Run 1, wire density map:
The die is cut into 9 by 9 equal tiles; dark blue is low, red is high, scaled to the fullest tile. Values are wire area over tile area, all layers added.
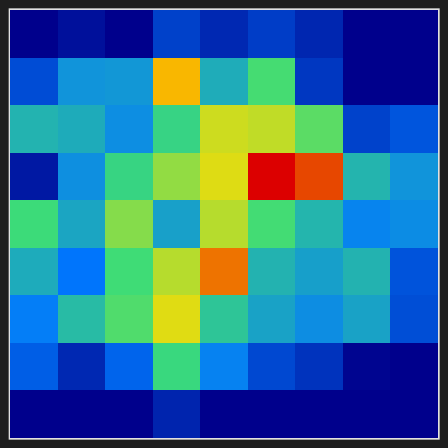
Run 1, where the registers sit:
Bar = 10 µm.
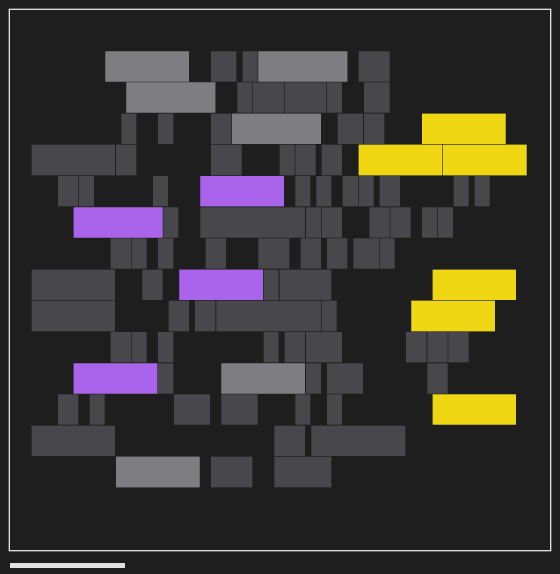
Run 1, cells by drive strength:
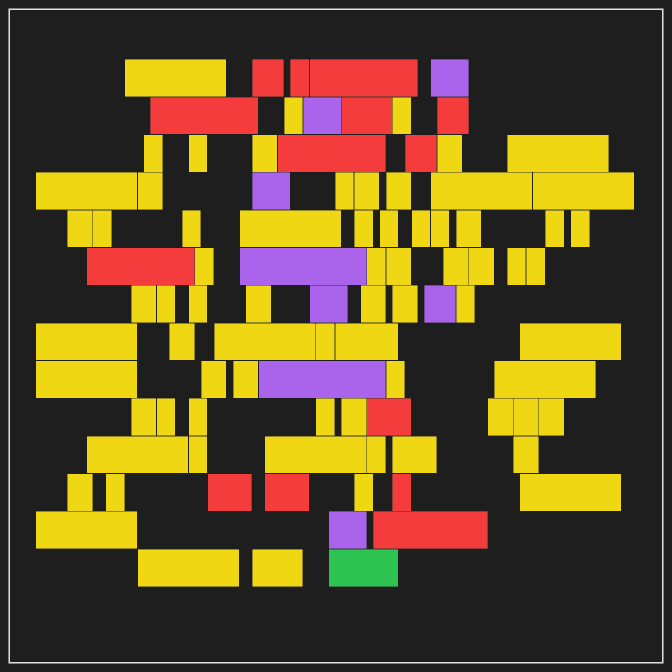
File: config.mk
export PLATFORM = sky130hd
export DESIGN_NAME = csa_multi_add_pipe_flat
export DESIGN_NICKNAME = d
export VERILOG_FILES = /design/src/rtl/csa_multi_add_pipe_if.sv /design/src/rtl/csa_multi_add_pipe.sv /design/src/flat_wrapper.sv
export SDC_FILE = /design/constraint.sdc
export NUM_CORES = 1
export LEC_CHECK = 0
export ABC_AREA = 1
export CAP_MARGIN = 20
export CORE_MARGIN = 1.5
export CORE_UTILIZATION = 40
export DETAILED_ROUTE_END_ITERATION = 10
export DONT_BUFFER_PORTS = 1
export PLACE_DENSITY = 0.66
export SYNTH_ARGS = -nofsm -noshare
export SYNTH_HDL_FRONTEND = slang
export SYNTH_SLANG_ARGS = --single-unit
File: constraint.sdc
create_clock -name clk -period 1.42 [get_ports clk]
set_clock_uncertainty 0.15 [all_clocks]
set_input_delay 0.284 -clock clk [delete_from_list [all_inputs] [get_ports clk]]
set_output_delay 0.284 -clock clk [all_outputs]
set_load 0.02 [all_outputs]
File: src/rtl/csa_multi_add_pipe_if.sv
// Operand/result handshake bundle for csa_multi_add_pipe; parameters must match the attached adder.
interface csa_multi_add_pipe_if #(
    parameter int NUM_OPS = 3,
    parameter int WIDTH   = 4,
    parameter int SUM_W   = 6
);
    logic                     in_valid;
    logic                     in_ready;
    logic [NUM_OPS*WIDTH-1:0] in_ops;
    logic                     in_last;
    logic                     out_valid;
    logic                     out_ready;
    logic [SUM_W-1:0]         sum;

    modport master (
        output in_valid, in_ops, in_last, out_ready,
        input  in_ready, out_valid, sum
    );

    modport slave (
        input  in_valid, in_ops, in_last, out_ready,
        output in_ready, out_valid, sum
    );
endinterface

File: src/rtl/csa_multi_add_pipe.sv
// Multi-operand CSA-tree adder with CPA, two registered stages; CSA_ACC_EN adds group accumulation.
// Latency: 2 cycles from input transfer to out_valid; throughput 1 result/cycle.
// Backpressure: valid/ready per stage; in_ready drops once both stages hold data and out_ready=0.
module csa_multi_add_pipe #(
    parameter int NUM_OPS = 3,
    parameter int WIDTH   = 4,
    parameter int SUM_W   = 6
) (
    input  logic                clk,
    input  logic                rst_n,
    csa_multi_add_pipe_if.slave bus
);

    typedef logic [SUM_W-1:0] word_t;
    typedef struct packed {
        word_t s;
        word_t c;
    } sc_t;

    // Wallace-style reduction: each level compresses every full triple with a 3:2
    // compressor and forwards leftovers, until two vectors remain.
    function automatic sc_t csa_tree(input logic [NUM_OPS*WIDTH-1:0] ops);
        word_t vec [NUM_OPS];
        word_t nxt [NUM_OPS];
        word_t a, b, c;
        int    n, m;
        sc_t   r;
        for (int i = 0; i < NUM_OPS; i++) begin
            vec[i] = word_t'(ops[i*WIDTH +: WIDTH]);
        end
        n = NUM_OPS;
        for (int lvl = 0; lvl < NUM_OPS; lvl++) begin
            if (n > 2) begin
                m = 0;
                for (int i = 0; i < NUM_OPS; i++) begin
                    nxt[i] = '0;
                end
                for (int g = 0; g < NUM_OPS / 3; g++) begin
                    if (3 * g + 2 < n) begin
                        a          = vec[3*g];
                        b          = vec[3*g+1];
                        c          = vec[3*g+2];
                        nxt[m]     = a ^ b ^ c;
                        nxt[m+1]   = ((a & b) | (a & c) | (b & c)) << 1;
                        m          = m + 2;
                    end
                end
                for (int i = 0; i < NUM_OPS; i++) begin
                    if (i >= 3 * (n / 3) && i < n) begin
                        nxt[m] = vec[i];
                        m      = m + 1;
                    end
                end
                vec = nxt;
                n   = m;
            end
        end
        r.s = vec[0];
        r.c = vec[1];
        return r;
    endfunction

    sc_t   tree;
    word_t s_a, c_a, sum_q, ab_sum;
    logic  v_a, v_b, adv_a, adv_b;

    assign tree   = csa_tree(bus.in_ops);
    assign ab_sum = s_a + c_a;

    assign adv_b         = !v_b || bus.out_ready;
    assign adv_a         = !v_a || adv_b;
    assign bus.in_ready  = rst_n && adv_a;
    assign bus.out_valid = v_b;
    assign bus.sum       = sum_q;

    always_ff @(posedge clk) begin
        if (!rst_n) begin
            v_a <= 1'b0;
            s_a <= '0;
            c_a <= '0;
        end else if (adv_a) begin
            v_a <= bus.in_valid;
            if (bus.in_valid) begin
                s_a <= tree.s;
                c_a <= tree.c;
            end
        end
    end

`ifdef CSA_ACC_EN
    logic  last_a;
    word_t acc;

    always_ff @(posedge clk) begin
        if (!rst_n) begin
            last_a <= 1'b0;
        end else if (adv_a && bus.in_valid) begin
            last_a <= bus.in_last;
        end
    end

    // v_b marks a completed group; non-last beats fold into acc without a result.
    always_ff @(posedge clk) begin
        if (!rst_n) begin
            v_b   <= 1'b0;
            sum_q <= '0;
            acc   <= '0;
        end else if (adv_b) begin
            if (v_a) begin
                if (last_a) begin
                    sum_q <= acc + ab_sum;
                    acc   <= '0;
                    v_b   <= 1'b1;
                end else begin
                    acc <= acc + ab_sum;
                    v_b <= 1'b0;
                end
            end else begin
                v_b <= 1'b0;
            end
        end
    end
`else
    logic unused_last;
    assign unused_last = bus.in_last;

    always_ff @(posedge clk) begin
        if (!rst_n) begin
            v_b   <= 1'b0;
            sum_q <= '0;
        end else if (adv_b) begin
            v_b <= v_a;
            if (v_a) begin
                sum_q <= ab_sum;
            end
        end
    end
`endif

endmodule
File: src/flat_wrapper.sv
// flat-port wrapper written by rule: the top's interface ports become plain ports
module csa_multi_add_pipe_flat 
#(
    parameter int NUM_OPS = 3,
    parameter int WIDTH   = 4,
    parameter int SUM_W   = 6
)
  (clk, rst_n, bus_in_valid, bus_in_ops, bus_in_last, bus_out_ready, bus_in_ready, bus_out_valid, bus_sum);
  csa_multi_add_pipe_if #(.NUM_OPS(NUM_OPS), .WIDTH(WIDTH), .SUM_W(SUM_W)) bus_i ();
  input  logic clk;
  input  logic rst_n;
  input wire logic [$bits(bus_i.in_valid)-1:0] bus_in_valid;
  input wire logic [$bits(bus_i.in_ops)-1:0] bus_in_ops;
  input wire logic [$bits(bus_i.in_last)-1:0] bus_in_last;
  input wire logic [$bits(bus_i.out_ready)-1:0] bus_out_ready;
  output wire logic [$bits(bus_i.in_ready)-1:0] bus_in_ready;
  output wire logic [$bits(bus_i.out_valid)-1:0] bus_out_valid;
  output wire logic [$bits(bus_i.sum)-1:0] bus_sum;
  assign bus_i.in_valid = bus_in_valid;
  assign bus_i.in_ops = bus_in_ops;
  assign bus_i.in_last = bus_in_last;
  assign bus_i.out_ready = bus_out_ready;
  assign bus_in_ready = bus_i.in_ready;
  assign bus_out_valid = bus_i.out_valid;
  assign bus_sum = bus_i.sum;
  csa_multi_add_pipe #(.NUM_OPS(NUM_OPS), .WIDTH(WIDTH), .SUM_W(SUM_W)) u_core (.clk(clk), .rst_n(rst_n), .bus(bus_i));
endmodule
==> run summary, run 1 <==
Run status: completed
DP HPWL: 1090 µm
Seq share, synth: 41.2%
Post-synth area hogs: dfxtp_1 41%, fa_1 13%, nor2_1 6.8%
Post-synth EDFFs: 0
Crit-path cells: ha_4, inv_2, fa_2, o21ai_2, nand3_1, a21oi_1
Synth top cell by count: dfxtp_1
Avg Inst Size Synth: 8.63 µm²
Final hold violations: 0
Setup_tns: 0 ns
Grt ovf: 0
Cells in synth_stat.txt: 90
CP Launch Point: u_core.c_a[1]
Critical path endpoint category: register
TritonCTS clock tree: done
Standard-cell rows: 15
Mapped Area: 777 µm²
Sink Count: 16
Flops & latches, synth: 16
Final setup violation count: 0
Tmin final: 1.42 ns
Clk Latency, worst-skew pair: 0.29 ns
Avg WL per Cell: 12.0 µm
P_leak: 0.361 nW
Total power: 0.973 mW
Top cell area share: 41.2%
Clock buffer depth: 2
ANT cells: 0
Slowest stage delay, CP: 0.36 ns
Log Warnings: 29
H-tree levels: 1
I/O Pins: 25
Setup crit end: u_core.bus.sum[5]
Critical R2R Capture: u_core.bus.sum[5]
ANT nets after route: 0
DRC Markers: 0
Vias in the first global route: 525
Die Size: 0.00222 mm²
Clock transition at the registers of the reported paths: 0.09 ns
Dpl cells: 115
Pwr Density: 1090 mW/mm²
Distinct lib cells used: 18
Hold Path Class: input port to register
Die X: 47.1 µm
CP Class: register to register
Worst Path Required: 1.49 ns
Slew @ Worst Pin: 0.419 ns
Yosys stat area: 777 µm²
Cell Count, Final, Fillers Out: 120
Post-DR vias/cell: 4.88
Post-synth top area cell: dfxtp_1
First-pass GRT wire length: 2280 µm
Arr. time, crit path: 1.49 ns
Fmax: 0.704 GHz
Most common reg cell: dfxtp_1
RSZ-0062 raised after global routing: yes
Slew Limit Fails: 0
Reg-to-reg setup timing slack: 0.0004 ns
Initial DRT Pass Iterations: 4
Reg2reg path depth: 6
Cells after Synth: 90
TritonCTS Buffers: 3
DP Worst Slack: -0.0939 ns
Nets at Floorplan: 115
Critical-path top delay cell: dfxtp_2
Share of layout cells above drive strength 1: 24.2%
Synth top cells by count: 16 x dfxtp_1, 14 x nor2_1, 10 x inv_1
Critical Path Source Type: register
PortBufs: 0
Die H: 47.1 µm
CTS root buffer: clkbuf_4
Slew HR: 72.0%
Synth warn: 0
Core ar.: 0.00178 mm²
Worst vdd ir: 0.442 mV
Routability congestion estimate: 0.712
Pin count of the biggest net entering global routing: 13
Initial DRC Count: 5
Initial antenna violation count: 0
Crit-path max FO: 2
Post-synth ARST share: 0%
DR vias: 585
Max_cap viols: 0
Tot GR Track Use: 15.4%
Nets: 121
Fin crit share: 100%
Worst R2R Start: u_core.c_a[1]
Core Density at Floorplan: 43.6%
Post-Route WL: 1440 µm
Notes on 'wire density map' above:
The mean over all tiles is 0.10. The densest ninth of the die: middle. The fullest tile reaches 0.34. 20% of the tiles are nearly empty.

Notes on 'where the registers sit' above:
u_core.bus.sum: shown in yellow, placed flops 6. u_core.c_a: shown in purple, placed flops 4.
Another 6 sequential cells are not coloured.

Notes on 'cells by drive strength' above:
_3 and _4 cells: shown in purple, cells 8, share 8.4%. _6 and larger: shown in green, cells 1, share 1.1%. _2 cells: shown in red, cells 14, share 15%. _0 and _1 cells: shown in yellow, cells 72, share 76%.
P&R area growth vs syn: 14.5%
Buffers, non-clock: 3
fin area: 890 µm²
Worst Setup Slack, final: 0.000415 ns

run 1: report_power, final:
group,switching [mW],leakage [nW],internal [mW]
clock network,0.147,0.0210,0.156
logic,0.0834,0.206,0.0648
registers,0.0388,0.133,0.483
total,0.269,0.361,0.704
run 1: per-layer routing:
metal / global-route usage, % / wire length (µm)
met3: 3.85 / 78
met5: 0 / 0
met4: 10.0 / 11
met1: 20.3 / 681
met2: 22.2 / 673
run 1: cell usage in the layout (no fill, tap or decap), types with 2 or more instances in the layout:
cell,netlist,routed
nand2_2,3,3
dfxtp_1,16,12
nand3_1,5,5
inv_1,10,8
ha_4,0,2
a21oi_1,8,8
buf_4,0,2
inv_2,0,2
dfxtp_2,0,4
o21ai_2,1,2
nand2_1,7,7
o21ai_0,5,4
fa_1,5,4
nor2_1,14,14
clkbuf_4,0,3
o21ai_1,7,7
run 1: layout make-up:
type / count / area [µm²]
tap: 25 / 31.3
multi-input combinational: 61 / 428
timing repair buffer: 3 / 25.0
clock buffer: 4 / 36.3
fill: 196 / 893
sequential: 16 / 325
inverter: 11 / 43.8
run 1: stage by stage:
step	area (µm²)	hold WS (ns)	utilization, %
after floorplan	779	0.251	-
after global placement	810	0.258	45.4
after detailed placement	810	0.256	45.4
after CTS	875	0.0213	49.1
after global routing	890	0.0399	49.9
final	890	0.0336	49.9
run 1: worst max-delay path: cells and delay by family, from the launching register on:
kind | cells | cell delay, ns
adders and majority gates | 2 | 0.49
buffers and inverters | 1 | 0.03
DFF | 1 | 0.36
AOI/OAI and AO/OA | 2 | 0.24
and+or+nand+nor | 1 | 0.09
run 1: how the worst min path moves through the flow:
stage / endpoint / slack, ns / cells past startpoint / from
6_report: u_core.v_a / 0.03 / 2 / rst_n
5_1_grt: u_core.bus.sum[5] / 0.04 / 2 / rst_n
4_1_cts: u_core.v_a / 0.02 / 2 / rst_n
3_5_place_dp: u_core.s_a[2] / 0.26 / 2 / rst_n
3_3_place_gp: u_core.s_a[2] / 0.26 / 2 / rst_n
2_1_floorplan: u_core.s_a[2] / 0.25 / 2 / rst_n
run 1: timing repair:
action | 4_1_cts | 5_1_grt
gates resized | 6 | 4
endpoints found under the hold margin | 12 | 0
hold buffers | 1 | 0
setup endpoints to repair | 3 | 4
setup buffers | 0 | 0
pin swaps | 4 | 1
run 1: cell families after synthesis:
family	synth area share, %
and+or+nand+nor	17.1
AOI/OAI and AO/OA	15.1
DFF	41.2
buffers and inverters	7.73
adders and majority gates	17.7
xor gates and xnor gates	1.13
run 1: state kept, by name (all words and copies together) (netlist names):
name / count
u_core.bus.out_valid: 1
u_core.bus.sum: 6
u_core.c_a: 4
u_core.v_a: 1
u_core.s_a: 4
Run 1, clock network drawn from the DEF:
Bar = 10 µm.
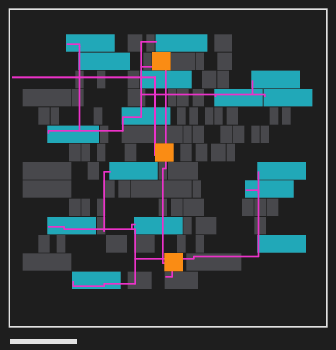

## Run 2: what changed since run 1
--- a/config.mk
+++ b/config.mk
@@ -6,12 +6,11 @@
 export NUM_CORES = 1
 export LEC_CHECK = 0
 export ABC_AREA = 1
-export CAP_MARGIN = 20
 export CORE_MARGIN = 1.5
 export CORE_UTILIZATION = 40
 export DETAILED_ROUTE_END_ITERATION = 10
 export DONT_BUFFER_PORTS = 1
-export PLACE_DENSITY = 0.66
+export PLACE_DENSITY = 0.64
 export SYNTH_ARGS = -nofsm -noshare
 export SYNTH_HDL_FRONTEND = slang
 export SYNTH_SLANG_ARGS = --single-unit
==> constraint.sdc (replaced) <==
create_clock -name clk -period 1.8 [get_ports clk]
set_clock_uncertainty 0.15 [all_clocks]
set_input_delay 0.36 -clock clk [delete_from_list [all_inputs] [get_ports clk]]
set_output_delay 0.36 -clock clk [all_outputs]
set_load 0.02 [all_outputs]
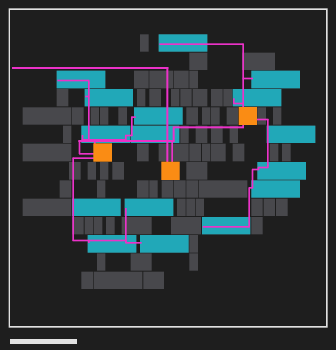
Run 2: clock network drawn from the DEF
Bar = 10 µm.
flip-flops: shown in cyan, count 16. clock drivers: shown in orange, count 3. clock wires: shown in magenta, length 190 µm.
There are 4 routed clock nets.

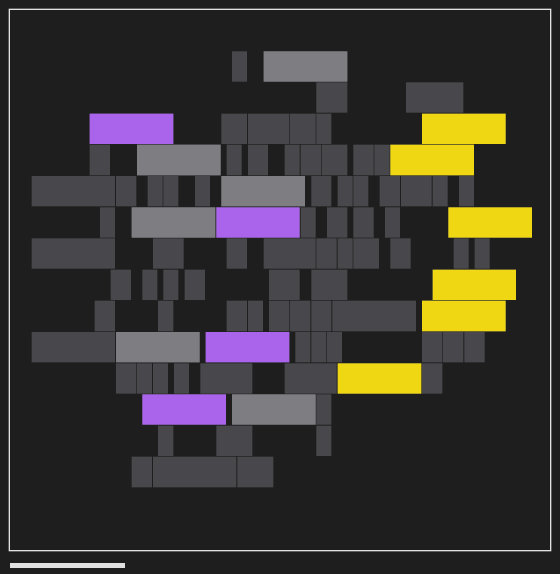
Run 2: where the registers sit
Bar = 10 µm.
Seq. pwr: 0.406 mW
Sequential Area: 320 µm²
Seq area share: 38.3%

==> run 2 against run 1 <==
- synthesized cell count unchanged
- design area decreased by 6.0%
- largest power group unchanged
- largest cell class unchanged
- global-route usage decreased by 1.6 points
- combinational power decreased by 33%
- critical endpoint unchanged
- first-iteration DRC count increased by 20%
- highest routed layer unchanged
- critical path type unchanged
- critical path depth unchanged
- die size unchanged
==> run summary, run 2 <==
Nets: 119 (-1.7%)
Synth top cells by count: 16 x dfxtp_1, 14 x nor2_1, 10 x inv_1
Hold Path Class: input port to register
Post-synth top area cell: dfxtp_1
Crit path max-delay family: adder cells
Critical path endpoint category: register
Core Density at Floorplan: 43.6% (unchanged)
Crit-path cells: ha_1, inv_1, fa_1, o21ai_0, nand3_1, a21oi_1
CTS root buffer: clkbuf_4
Reg-to-reg setup timing slack: 0.18 ns (+0.18 ns)
ANT cells: 0 (unchanged)
Clock transition at the registers of the reported paths: 0.09 ns (about the same)
Post-synth area hogs: dfxtp_1 41%, fa_1 13%, nor2_1 6.8%
Pwr Density: 879 mW/mm² (-20%)
Die H: 47.1 µm (unchanged)
Sink Count: 16 (unchanged)
Critical R2R Capture: u_core.bus.sum[5]
Dpl cells: 114 (-0.87%)
Log Warnings: 27 (-6.9%)
FILL cells: 182 (-7.1%)
Cells in synth_stat.txt: 90 (unchanged)
Grt ovf: 0 (unchanged)
Flops & latches, synth: 16 (unchanged)
Top cell area share: 41.2% (unchanged)
DRC Markers: 0 (unchanged)
Synth Area in Adders: 17.7% (unchanged)
P_leak: 0.351 nW (-2.6%)
Worst vdd ir: 0.420 mV (-4.8%)
Part of the power in registers: 55.2% (+1.6 points)
Reg2reg path depth: 6 (unchanged)
Tot GR Track Use: 13.8% (-1.6 points)
Combinational share of power: 13.4% (-1.8 points)
Slew @ Worst Pin: 0.260 ns (-0.159 ns)
Worst Path Required: 1.87 ns (+0.38 ns)
Post-CTS Setup Bufs: 0 (unchanged)
Critical-path top delay cell: fa_1
Standard-cell rows: 15 (unchanged)
Post-Route WL: 1270 µm (-12%)
Sw Share: 26.0% (-1.6 points)
Seq share, synth: 41.2% (unchanged)
Avg Inst Size Synth: 8.63 µm² (unchanged)
Pin count of the biggest net entering global routing: 15 (+2)
Run status: completed
Core ar.: 0.00178 mm² (unchanged)
First-pass GRT wire length: 2010 µm (-12%)
WHS Endpoint: u_core.s_a[2]
Slew Limit Fails: 0 (unchanged)
Most common reg cell: dfxtp_1
Clk Latency, worst-skew pair: 0.28 ns (about the same)
Worst Setup Slack, final: 0.176 ns (+0.175 ns)
DR vias: 575 (-1.7%)
I/O Pins: 25 (unchanged)
Sw power: 0.191 mW (-29%)
Distinct lib cells used: 18 (unchanged)
Arr. time, crit path: 1.69 ns (+0.20 ns)
Cell Count, Final, Fillers Out: 118 (-1.7%)
WP buf/inv: 1 (unchanged)
Internal Power: 0.543 mW (-23%)
Die X: 47.1 µm (unchanged)
Slowest stage delay, CP: 0.39 ns (+0.03 ns)
Hold Path Depth: 2 (unchanged)
Post-synth EDFFs: 0 (unchanged)
Footprint of the multi-input gates: 397 µm² (-7.3%)
Slew HR: 82.6% (+11 points)
Worst R2R Start: u_core.c_a[1]
Yosys stat area: 777 µm² (unchanged)
Post-synth ARST share: 0% (unchanged)
Cells after Synth: 90 (unchanged)
Tmin final: 1.62 ns (+0.205 ns)
Min-delay src: rst_n
DP Worst Slack: 0.186 ns (+0.279 ns)
==> run 2: worst max-delay path by stage <==
stage	end	slack [ns]	cells past startpoint
2_1_floorplan	u_core.bus.sum[5]	0.35	6
3_3_place_gp	u_core.bus.sum[5]	0.24	6
3_5_place_dp	u_core.bus.sum[5]	0.19	6
4_1_cts	u_core.bus.sum[5]	0.16	6
5_1_grt	u_core.bus.sum[5]	0.0007	6
6_report	u_core.bus.sum[5]	0.18	6
==> run 2: metal layers <==
layer  share of wire, %  global-route usage (%)  wire length (µm)
met1                 44                    16.8               559
met2                 45                    20.0               566
met3                 10                    8.46               128
met4                1.1                    5.00                14
met5                  0                       0                 0
==> run 2: through the flow <==
step / utilization [%] / instance area, µm² / hold WS, ns
floorplan: - / 777 / 0.300
CTS: 46.9 / 836 / 0.0243
finish: 46.9 / 836 / 0.0266
global placement: 44.8 / 800 / 0.318
detailed placement: 44.8 / 800 / 0.333
global route: 46.9 / 836 / 0.0257
==> run 2: layout make-up <==
| cell class | count | area share [%] |
|---|---|---|
| multi-input combinational | 61 | 47.5 |
| sequential | 16 | 38.3 |
| inverter | 11 | 5.24 |
| clock buffer | 4 | 4.34 |
| tap | 25 | 3.74 |
| timing repair buffer | 1 | 0.898 |
==> run 2: kinds of logic (layout without fill, tap and decap cells) <==
family,after synthesis,after routing
AOI/OAI and AO/OA,22,22
xor gates and xnor gates,1,1
adders and majority gates,8,8
buffers and inverters,13,16
DFF,16,16
and+or+nand+nor,30,30
==> run 2: power by group through the flow <==
| stage | clock network [mW] | logic, mW | registers, mW |
|---|---|---|---|
| 6_report | 0.231 | 0.0986 | 0.406 |
| 5_1_grt | 0.256 | 0.116 | 0.410 |
| 4_1_cts | 0.239 | 0.100 | 0.406 |
| 3_5_place_dp | 0 | 0.0992 | 0.415 |
| 3_3_place_gp | 0 | 0.0970 | 0.413 |
| 2_1_floorplan | 0 | 0.0851 | 0.412 |
Run 2, cells by drive strength:
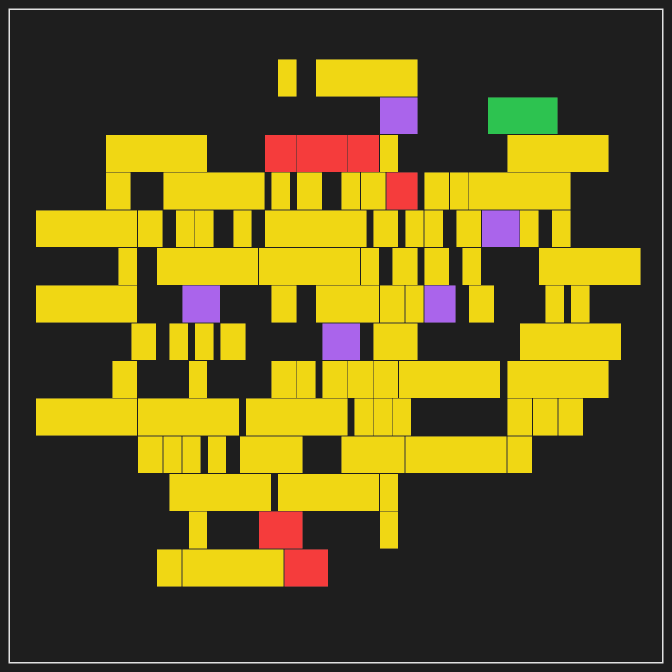

## Run 3: what changed since run 2
--- a/config.mk
+++ b/config.mk
@@ -6,11 +6,14 @@
 export NUM_CORES = 1
 export LEC_CHECK = 0
 export ABC_AREA = 1
+export CORE_ASPECT_RATIO = 1.2
 export CORE_MARGIN = 1.5
 export CORE_UTILIZATION = 40
 export DETAILED_ROUTE_END_ITERATION = 10
 export DONT_BUFFER_PORTS = 1
 export PLACE_DENSITY = 0.64
+export SETUP_SLACK_MARGIN = 0.15
+export SLEW_MARGIN = 20
 export SYNTH_ARGS = -nofsm -noshare
 export SYNTH_HDL_FRONTEND = slang
 export SYNTH_SLANG_ARGS = --single-unit
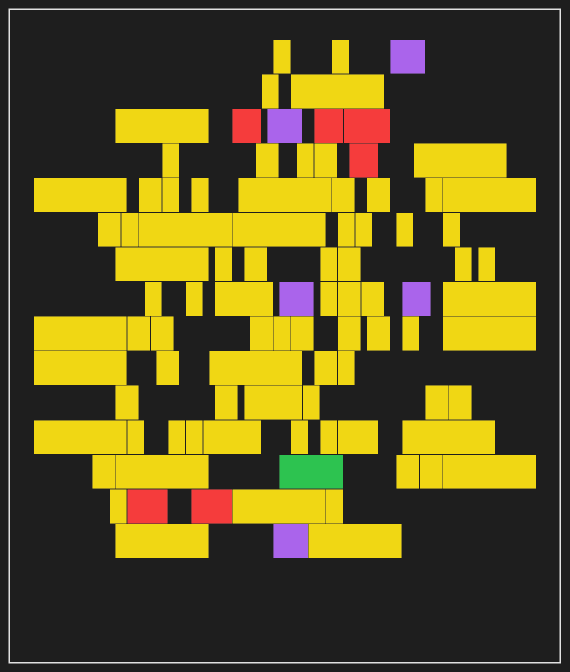
Run 3: cells by drive strength
P&R area growth vs syn: 6.60%
fin area: 828 µm²

==> run 3 against run 2 <==
- worst setup slack better by 0.087 ns
- first-iteration DRC count is 67% lower
- non-clock buffer count unchanged
- combinational power grew 0.6%
- via count fell by 1.6%
- area after synthesis stayed put
==> run summary, run 3 <==
Run status: completed
ANT cells: 0 (unchanged)
Initial DRC Count: 2
Die H: 51.3 µm (+8.9%)
Initial DRT Pass Iterations: 2
Fmax: 0.651 GHz
Top cells excl fill/tap: 16 x dfxtp_1, 14 x nor2_1, 10 x inv_1
CTS root buffer: clkbuf_4
FILL cells: 186 (+2.2%)
Avg Inst Size Synth: 8.63 µm² (unchanged)
Distinct lib cells used: 18 (unchanged)
Fin crit share: 85.4%
Tmin final: 1.54 ns (-0.0871 ns)
Arr. time, crit path: 1.61 ns (-0.08 ns)
Flops & latches, synth: 16 (unchanged)
Max_cap viols: 0
Post-Route WL: 1280 µm (+0.71%)
Flip-flop count of the largest register after layout: 6
Slew HR: 83.2% (+0.56 points)
Cells in synth_stat.txt: 90 (unchanged)
Sink Count: 16 (unchanged)
Sequential Area: 320 µm² (unchanged)
PortBufs: 0
DRC Markers: 0 (unchanged)
Post-CTS Setup Bufs: 0 (unchanged)
Worst Path Required: 1.88 ns (about the same)
Crit-path max FO: 2
Cell Count, Final, Fillers Out: 112 (-5.1%)
Final setup violation count: 0
Nets: 119 (unchanged)
Clock buffer depth: 2
Share of layout cells above drive strength 1: 12.9%
Nets at Floorplan: 115
Cells after Synth: 90 (unchanged)
Post-synth top area cell: dfxtp_1
H-tree levels: 1
DR vias: 566 (-1.6%)
Die Size: 0.00222 mm²
Avg WL per Cell: 11.4 µm
Top cell area share: 41.2% (unchanged)
Die X: 43.2 µm (-8.2%)
Core Density at Floorplan: 42.5% (-1.1 points)
Critical path endpoint category: register
Initial antenna violation count: 0
Pin count of the biggest net entering global routing: 15 (unchanged)
First-pass GRT wire length: 2040 µm (+1.4%)
Log Warnings: 27 (unchanged)
I/O Pins: 25 (unchanged)
Dpl cells: 108 (-5.3%)
Footprint of the multi-input gates: 397 µm² (unchanged)
Critical Path Source Type: register
TritonCTS clock tree: done
Cts hold-fix bufs: 0
CP Class: register to register
Most common reg cell: dfxtp_1
Routability congestion estimate: 0.707
Core ar.: 0.00183 mm² (+2.6%)
Grt ovf: 0 (unchanged)
Vias in the first global route: 503
ANT nets after route: 0
DP Worst Slack: 0.223 ns (+0.0375 ns)
Tot GR Track Use: 12.8% (-0.99 points)
Yosys stat area: 777 µm² (unchanged)
Slew @ Worst Pin: 0.252 ns (-0.00840 ns)
P_leak: 0.351 nW (about the same)
Post-DR vias/cell: 5.05
DP HPWL: 1000 µm
Worst vdd ir: 0.391 mV (-7.1%)
Post-synth area hogs: dfxtp_1 41%, fa_1 13%, nor2_1 6.8%
Seq share, synth: 41.2% (unchanged)
Synth top cells by count: 16 x dfxtp_1, 14 x nor2_1, 10 x inv_1
Synth warn: 0
RSZ-0062 raised after global routing: no
TritonCTS Buffers: 3
Most instantiated logic cell after routing: dfxtp_1
Setup_tns: 0 ns
Slew Limit Fails: 0 (unchanged)
Synth top cell by count: dfxtp_1
Final hold violations: 0
Worst Setup Slack, final: 0.263 ns (+0.0871 ns)
Post-synth ARST share: 0% (unchanged)
Clock transition at the registers of the reported paths: 0.10 ns (about the same)
Standard-cell rows: 17 (+2)
Hold Path Class: input port to register
Pwr Density: 900 mW/mm² (+2.4%)
Mapped Area: 777 µm²
Post-synth EDFFs: 0 (unchanged)
Utilization after layout: 45.3% (-1.6 points)
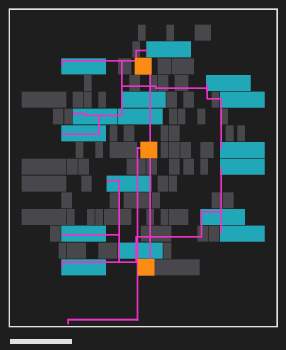
Run 3: clock network drawn from the DEF
Bar = 10 µm.
clock wires: shown in magenta, length 218 µm. flip-flops: shown in cyan, count 16. clock drivers: shown in orange, count 3.
There are 4 routed clock nets.
Clk Latency, worst-skew pair: 0.29 ns
Clk pwr share: 32.3%

run 3: power by group:
group          total (mW)  switching, mW  internal (mW)
Combinational      0.0992         0.0584         0.0408
Sequential          0.406         0.0258          0.380
Clock               0.241          0.117          0.123
run 3: final timing paths:
kind	start	end	slack [ns]	depth (start not counted)
worst max-delay path	u_core.c_a[1]	u_core.bus.sum[5]	0.26	6
worst min-delay path	rst_n	u_core.s_a[2]	0.03	2
worst max register to register	u_core.c_a[1]	u_core.bus.sum[5]	0.26	6
worst min register to register	u_core.c_a[4]	u_core.c_a[4]	0.35	2
run 3: metal layers:
metal / GRT usage, % / routed length, µm
met5: 0 / 0
met3: 3.53 / 58
met1: 15.5 / 637
met4: 13.6 / 27
met2: 16.9 / 553
run 3: cell families (layout without fill, tap and decap cells):
family,Yosys count,in the layout,share of synthesized area [%]
XOR/XNOR,1,1,1.13
AND/OR/NAND/NOR,30,30,17.1
AND-OR/OR-AND,22,22,15.1
buffers and inverters,13,16,7.73
flip-flops,16,16,41.2
adder cells (fa/ha/maj),8,8,17.7
run 3: cell type report:
cell class | count | area share (%)
multi-input cells | 61 | 47.9
flip-flops and latches | 16 | 38.7
inverters | 11 | 5.29
clock buffers | 4 | 4.38
well taps | 19 | 2.87
repair buffers | 1 | 0.906
run 3: repair_timing:
item                                    CTS  global route
endpoints found under the setup margin    0             1
gates resized                             0             1
hold endpoints to repair                  0             0
run 3: per-stage QoR:
stage | instance area (µm²) | hold WS, ns | total power, mW
detailed placement | 792 | 0.332 | 0.515
CTS | 828 | 0.0191 | 0.752
global placement | 792 | 0.318 | 0.510
floorplan | 777 | 0.300 | 0.497
global route | 828 | 0.0150 | 0.785
finish | 828 | 0.0272 | 0.745
run 3: critical path, stage by stage, from the launching register on:
cell     delay, ns
dfxtp_1       0.34
ha_1          0.17
inv_1         0.06
fa_1          0.40
o21ai_1       0.15
nand3_1       0.08
a21oi_1       0.12
Power figures rest on the tool's default switching activity, not on a simulated workload.
